==> src/rtl/seg_pkg.sv <==
// Shared definitions for the multiplexed seven-segment driver.
//   state_t    : slot FSM states (BLANK dead time, SHOW digit lit)
//   SEG_OFF    : active-low segment value with every segment dark
//   HEX_FONT   : active-low hex font, index = nibble, bit0=a ... bit6=g
//   cnt_width  : counter width for a count of n (never less than 1 bit)
package seg_pkg;

  typedef enum logic {
    BLANK = 1'b0,
    SHOW  = 1'b1
  } state_t;

  localparam logic [6:0] SEG_OFF = 7'h7F;

  localparam logic [6:0] HEX_FONT [16] = '{
    7'h40, 7'h79, 7'h24, 7'h30,   // 0 1 2 3
    7'h19, 7'h12, 7'h02, 7'h78,   // 4 5 6 7
    7'h00, 7'h10, 7'h08, 7'h03,   // 8 9 A b
    7'h46, 7'h21, 7'h06, 7'h0E    // C d E F
  };

  // Width needed to hold 0..n-1; a 1-bit floor keeps degenerate counts legal.
  function automatic int cnt_width(input int n);
    return (n <= 2) ? 1 : $clog2(n);
  endfunction

endpackage

==> src/rtl/seg_hex_decode.sv <==
// Combinational hex-to-seven-segment decoder.
//   nibble : 4-bit hex value
//   seg    : active-low segments, bit0=a ... bit6=g
module seg_hex_decode
  import seg_pkg::*;
(
  input  logic [3:0] nibble,
  output logic [6:0] seg
);

  assign seg = HEX_FONT[nibble];

endmodule

==> src/rtl/seg_mux_n.sv <==
// Time-multiplexed driver for NUM_DIGITS common-anode seven-segment digits.
// Each digit gets a slot of BLANK_CYCLES dead time followed by REFRESH_DIV
// cycles lit. New content is staged in a pending register and only moves to
// the displayed (shadow) copy at a frame wrap, so a frame is never torn.
//
// Ports:
//   clk        : system clock
//   reset      : asynchronous, active-high reset
//   digits     : hex nibbles, nibble i drives digit i
//   digit_en   : per-digit enable, 0 keeps that digit dark for its slot
//   load       : single-cycle strobe; the cycle it is high, digits/digit_en
//                are sampled. There is no back-pressure: every strobe is
//                accepted and a later strobe overwrites an earlier pending one.
//   seg        : registered active-low segments
//   anode      : registered active-low digit selects, at most one low
//   frame_done : registered, high during the cycle in which idx wraps to 0
module seg_mux_n
  import seg_pkg::*;
#(
  parameter int NUM_DIGITS   = 2,
  parameter int REFRESH_DIV  = 2400,
  parameter int BLANK_CYCLES = 16
) (
  input  logic                    clk,
  input  logic                    reset,
  input  logic [4*NUM_DIGITS-1:0] digits,
  input  logic [NUM_DIGITS-1:0]   digit_en,
  input  logic                    load,
  output logic [6:0]              seg,
  output logic [NUM_DIGITS-1:0]   anode,
  output logic                    frame_done
);

  // One counter serves both phases, so it is sized for the longer one.
  localparam int CW = cnt_width((REFRESH_DIV > BLANK_CYCLES) ? REFRESH_DIV : BLANK_CYCLES);
  localparam int IW = cnt_width(NUM_DIGITS);

  localparam logic [CW-1:0] SHOW_LAST  = CW'(REFRESH_DIV - 1);
  localparam logic [CW-1:0] BLANK_LAST = CW'((BLANK_CYCLES == 0) ? 0 : BLANK_CYCLES - 1);
  localparam logic [IW-1:0] IDX_LAST   = IW'(NUM_DIGITS - 1);
  // With no dead time the FSM lives permanently in SHOW.
  localparam state_t        RESET_STATE = (BLANK_CYCLES == 0) ? SHOW : BLANK;

  state_t                  state, state_n;
  logic [CW-1:0]           cnt, cnt_n;
  logic [IW-1:0]           idx, idx_n;
  logic                    wrap;

  logic [4*NUM_DIGITS-1:0] shadow_dig, shadow_dig_n;
  logic [NUM_DIGITS-1:0]   shadow_en, shadow_en_n;
  logic [4*NUM_DIGITS-1:0] pend_dig, pend_dig_n;
  logic [NUM_DIGITS-1:0]   pend_en, pend_en_n;
  logic                    pend_valid, pend_valid_n;

  logic [3:0]              nibble_n;
  logic [6:0]              dec_seg;
  logic [6:0]              seg_n;
  logic [NUM_DIGITS-1:0]   anode_n;
  logic                    frame_done_n;

  // Slot sequencing.
  always_comb begin
    state_n = state;
    cnt_n   = cnt + CW'(1);
    idx_n   = idx;
    wrap    = 1'b0;
    case (state)
      BLANK: begin
        if (cnt == BLANK_LAST) begin
          state_n = SHOW;
          cnt_n   = '0;
        end
      end
      SHOW: begin
        if (cnt == SHOW_LAST) begin
          cnt_n   = '0;
          state_n = (BLANK_CYCLES == 0) ? SHOW : BLANK;
          if (idx == IDX_LAST) begin
            idx_n = '0;
            wrap  = 1'b1;
          end else begin
            idx_n = idx + IW'(1);
          end
        end
      end
    endcase
  end

  // Content staging. A strobe landing on the wrap cycle bypasses the pending
  // register so it appears in the very next frame.
  always_comb begin
    shadow_dig_n = shadow_dig;
    shadow_en_n  = shadow_en;
    pend_dig_n   = pend_dig;
    pend_en_n    = pend_en;
    pend_valid_n = pend_valid;
    if (wrap) begin
      if (load) begin
        shadow_dig_n = digits;
        shadow_en_n  = digit_en;
      end else if (pend_valid) begin
        shadow_dig_n = pend_dig;
        shadow_en_n  = pend_en;
      end
      pend_valid_n = 1'b0;
    end else if (load) begin
      pend_dig_n   = digits;
      pend_en_n    = digit_en;
      pend_valid_n = 1'b1;
    end
  end

  // Outputs are computed from next-state values and registered, so seg and
  // anode line up with the FSM state and switch on the same edge.
  assign nibble_n = shadow_dig_n[4*idx_n +: 4];

  seg_hex_decode u_dec (
    .nibble (nibble_n),
    .seg    (dec_seg)
  );

  always_comb begin
    seg_n   = SEG_OFF;
    anode_n = '1;
    if (state_n == SHOW && shadow_en_n[idx_n]) begin
      seg_n   = dec_seg;
      anode_n = ~(NUM_DIGITS'(1) << idx_n);
    end
    frame_done_n = (state_n == SHOW) && (cnt_n == SHOW_LAST) && (idx_n == IDX_LAST);
  end

  always_ff @(posedge clk or posedge reset) begin
    if (reset) begin
      state      <= RESET_STATE;
      cnt        <= '0;
      idx        <= '0;
      shadow_dig <= '0;
      shadow_en  <= '0;
      pend_dig   <= '0;
      pend_en    <= '0;
      pend_valid <= 1'b0;
      seg        <= SEG_OFF;
      anode      <= '1;
      frame_done <= 1'b0;
    end else begin
      state      <= state_n;
      cnt        <= cnt_n;
      idx        <= idx_n;
      shadow_dig <= shadow_dig_n;
      shadow_en  <= shadow_en_n;
      pend_dig   <= pend_dig_n;
      pend_en    <= pend_en_n;
      pend_valid <= pend_valid_n;
      seg        <= seg_n;
      anode      <= anode_n;
      frame_done <= frame_done_n;
    end
  end

endmodule
==> config.mk <==
export PLATFORM = sky130hd
export DESIGN_NAME = seg_mux_n
export DESIGN_NICKNAME = d
export VERILOG_FILES = /design/src/rtl/seg_pkg.sv /design/src/rtl/seg_hex_decode.sv /design/src/rtl/seg_mux_n.sv
export SDC_FILE = /design/constraint.sdc
export NUM_CORES = 1
export LEC_CHECK = 0
export CAP_MARGIN = 30
export CORE_ASPECT_RATIO = 1.25
export CORE_MARGIN = 4
export CORE_UTILIZATION = 51
export CTS_CLUSTER_SIZE = 14
export DETAILED_ROUTE_END_ITERATION = 10
export HOLD_SLACK_MARGIN = 0.08
export PLACE_DENSITY = 0.82
export RECOVER_POWER = 25
export SLEW_MARGIN = 20
export SYNTH_ARGS = -nofsm -noshare
export SYNTH_HDL_FRONTEND = slang
export SYNTH_SLANG_ARGS = --single-unit
==> constraint.sdc <==
create_clock -name clk -period 3.2 [get_ports clk]
set_clock_uncertainty 0.15 [all_clocks]
set_input_delay 0.32 -clock clk [delete_from_list [all_inputs] [get_ports clk]]
set_output_delay 0.32 -clock clk [all_outputs]
set_load 0.05 [all_outputs]
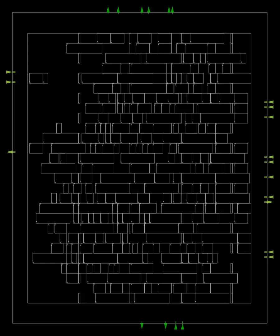
(cell placement)
Seq cells: 45
Core Util, Final: 64.6%
row count: 27
Non-Filler Instances: 321
Fillers: 357

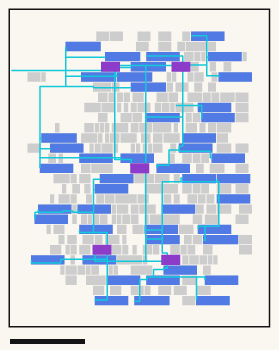
(routed clock nets over the placement)
Scale bar: 20 um.
legend:
  flip-flops:
    color: blue
    count: 45
  cells driving clock nets:
    color: purple
    count: 5
  clock wires:
    color: cyan
    length: 574 um
flops lie: widely spread

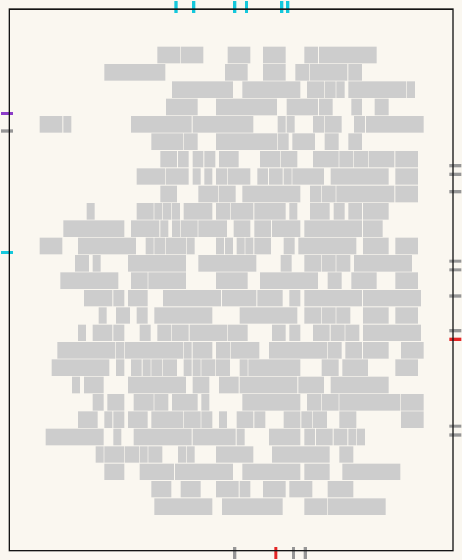
(ports around the boundary)
Pins as bars across the die edge, other pins in gray.
legend:
  anode:
    color: red
    pins: 2
    direction: output
    edge: 1 south, 1 east
  seg:
    color: cyan
    pins: 7
    direction: output
    edge: 6 north, 1 west
  clk:
    color: purple
    pins: 1
    direction: input
    edge: west
Chip Height: 84.6 um
die width: 69.2 um
PortBufs: 22

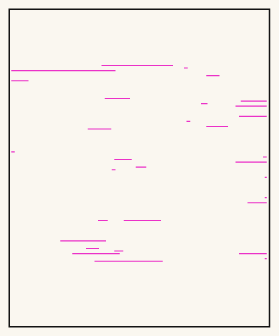
(M3 wires)
longest straight run: 27.6 um
wire length on this layer: 186 um

==> GITHUB_STEP_SUMMARY <==
### Flow metrics

| Metric | Value |
|---|---|
| Maximum VDD drop | 0.000275 V |
| Largest net degree at the start of global routing | 32 |
| Worst Hold Class | input port to async pin |
| Via density | 5.68 |
| Ys flops | 45 |
| Max incr delay on CP | 550 ps |
| Cts bufs inserted | 5 |
| Vias | 1,823 |
| Crit path kind | flop to flop |
| Clock sink count | 45 |
| Share of layout cells above drive strength 1 | 24.0% |
| Final setup viols | 0 |
| Ys async rst share | 100% |
| Fin. Hold Viols | 0 |
| Register share after synthesis | 47.6% |
| Peak Freq | 325 MHz |
| CP max stage cell | or4_4 |
| Post-synth EDFFs | 0 |
| RePlAce Congestion | 0.857 |
| Worst setup EP type | flop |
| Most used cell, CP | o21ai_0 |
| Avg WL per Cell | 15.9 um |
| Avg Cell Area, Syn | 10.3 um2 |
| Synth cell count leaders | dfrtp_1, nor2_1, nand2_1, mux2_2 |
| Post-route ant nets | 0 |
| End point of the critical path | seg[0]$_DFF_PP1_ |
| Layout area overhead | 20.5% |
| Area leader, netlist | dfrtp_1 |
| GRT overflow | 0 |
| Syn nets | 253 |
| RSZ-0062 raised after global routing | true |
| Status | complete, but fails checks |
| Global-route wire length before repair | 8.49 mm |
| Worst r2r dst | seg[0]$_DFF_PP1_ |
| Initial Util | 53.6% |
| R2R Path Start | cnt[10]$_DFF_PP0_ |
| Least-Margin Pin Slew | 1690 ps |
| CTS max path bufs | 2 |
| Fin nets | 283 |
| # H-tree levels | 2 |
| I/O pins | 23 |
| 1st-pass router iterations | 4 |
| Max_cap viols | 1 |
| Initial antenna violation count | 0 |
| Top area cell types | dfrtp_1, dfstp_2, mux2_2 |
| Yosys Warn Count | 0 |
| Hpwl dp | 3.55 mm |
| Core ar. | 4460 um2 |
| Setup crit start | cnt[10]$_DFF_PP0_ |
| DR iter-0 viols | 170 |
| Post-Syn Area | 2390 um2 |
| Ratio of total power to cell area | 406 nW/um2 |
| Clock-pin slew on the worst setup and hold paths | 80 ps |
| Fin Setup TNS | 0 ps |
| Area figure in the yosys stat output | 2390 um2 |
| Final wirelength | 5.10 mm |
| Clock Latency Late Sink | 300 ps |
| Register-to-register setup slack | 120 ps |
| Ys cells | 232 |
| Yosys top cell by instances | dfrtp_1 |
| Crit-path max FO | 9 |
| DIE AREA | 5850 um2 |
| Worst r2r path cells | 11 |
| Cycle use final | 96.1% |
| Log Warnings | 32 |
| CTS root buf | clkbuf_8 |
| # DRC | 0 |
| CTS tree | built |
| Failing checks | capacitance limit, slew limit |
| Unique masters post-synth | 49 |
| Req. time, crit path | 3270 ps |
| Number of global-route vias before repair | 1,776 |
| Cells after synthesis | 232 |
| Rel. slew slack | -13.0% |
| Inserted Diodes | 0 |
| Slew Viols, Final | 32 |
| Critical Path, Cell by Cell | or4_4 -> nor3_4 -> ha_4 -> nand2_4 -> a22oi_1 -> o21ai_0 -> mux2_2 -> ha_2 -> or3_1 -> o21ai_0 -> o21ai_1 |
| GRT Util Overall | 17.9% |
| Top-area cell type share of the netlist area | 37.7% |
| Final min period | 3080 ps |
| Worst EP arrival | 3150 ps |
| Static Leak | 1.19 nW |
| Main flop type | dfrtp_1 |
| Startpoint Class | flop |
| Total power | 1.17 mW |
through the flow:
step | area [um2] | cells | worst slack [ps] | utilization [%] | hold WS (ps)
after floorplan | 2410 | 232 | 3.31 | - | 296
after global placement | 2740 | 313 | 128 | 61.4 | 320
after detailed placement | 2740 | 313 | 37.0 | 61.4 | 328
after CTS | 2840 | 321 | 20.6 | 63.7 | 150
after global routing | 2880 | 321 | -22.9 | 64.6 | 305
final | 2880 | 321 | 125 | 64.6 | 283
routing by layer:
| layer | GRT usage [%] | wire [um] | share of wire (%) | vias to the layer above |
|---|---|---|---|---|
| li1 | - | - | - | 884 |
| met1 | 22.8 | 2210 | 43 | 887 |
| met2 | 29.3 | 2590 | 51 | 43 |
| met3 | 3.95 | 185 | 3.6 | 9 |
| met4 | 7.46 | 112 | 2.2 | 0 |
| met5 | 0 | 0 | 0 | - |
placed cells by master (no fill, tap or decap), types with 7 or more instances in the layout:
cell and count:
a31oi_1 7, nor2b_1 7, nand3_1 8, dfrtp_1 36, nor2_1 18, nand2_1 15
mux2_2 11, nand4_1 9, clkbuf_8 7, dfstp_2 9, clkdlybuf4s50_1 21, buf_4 12
xor2_1 8
flip-flops by register name, indices dropped and copies added, names as in the netlist:
name        flops
anode           2
pend_dig        8
pend_valid      1
frame_done      1
shadow_dig      8
seg             7
state           1
shadow_en       2
cnt            12
pend_en         2
idx             1
kinds of logic (layout without fill, tap and decap cells):
group	Yosys count	count (layout)	share of synthesized area, %
simple gates	83	83	18.5
compound gates	49	49	14.8
flops	45	45	47.6
buf+inv	21	52	3.87
mux	16	16	7.43
xor+xnor	10	10	3.66
fa+ha+maj	8	8	4.19
layout make-up:
cell class,count,area [um2]
tap,58,72.6
clock inverter,1,5.00
inverter,9,33.8
fill,357,1580
multi-input combinational,166,1220
timing repair buffer,35,314
clock buffer,7,96.3
sequential,45,1140
critical path: cells and delay by family (launching register included):
| family | cells | cell delay (ps) |
|---|---|---|
| AND/OR/NAND/NOR | 4 | 1230 |
| AND-OR/OR-AND | 4 | 490 |
| adder cells (fa/ha/maj) | 2 | 410 |
| flip-flops | 1 | 400 |
| multiplexers | 1 | 300 |
how the worst min path moves through the flow:
stage,slack [ps],start,end,cells after the start
5_1_grt,300,reset,shadow_dig[6]$_DFF_PP0_,2
3_5_place_dp,330,cnt[0]$_DFF_PP0_,cnt[0]$_DFF_PP0_,1
2_1_floorplan,300,cnt[0]$_DFF_PP0_,cnt[0]$_DFF_PP0_,1
4_1_cts,150,reset,shadow_dig[6]$_DFF_PP0_,2
6_report,280,reset,shadow_dig[6]$_DFF_PP0_,2
3_3_place_gp,320,cnt[0]$_DFF_PP0_,cnt[0]$_DFF_PP0_,1
power by group:
group / switching (mW) / total [mW] / internal (mW)
Sequential: 0.0132 / 0.618 / 0.605
Combinational: 0.0943 / 0.163 / 0.0685
Clock: 0.194 / 0.389 / 0.195
Total: 0.301 / 1.17 / 0.868
what timing repair did:
action / 4_1_cts / 5_1_grt
setup buffers: 0 / 0
endpoints found under the setup margin: 0 / 7
resized: 0 / 10
hold buffers: 0 / 0
Power and IR drop assume default switching activity.
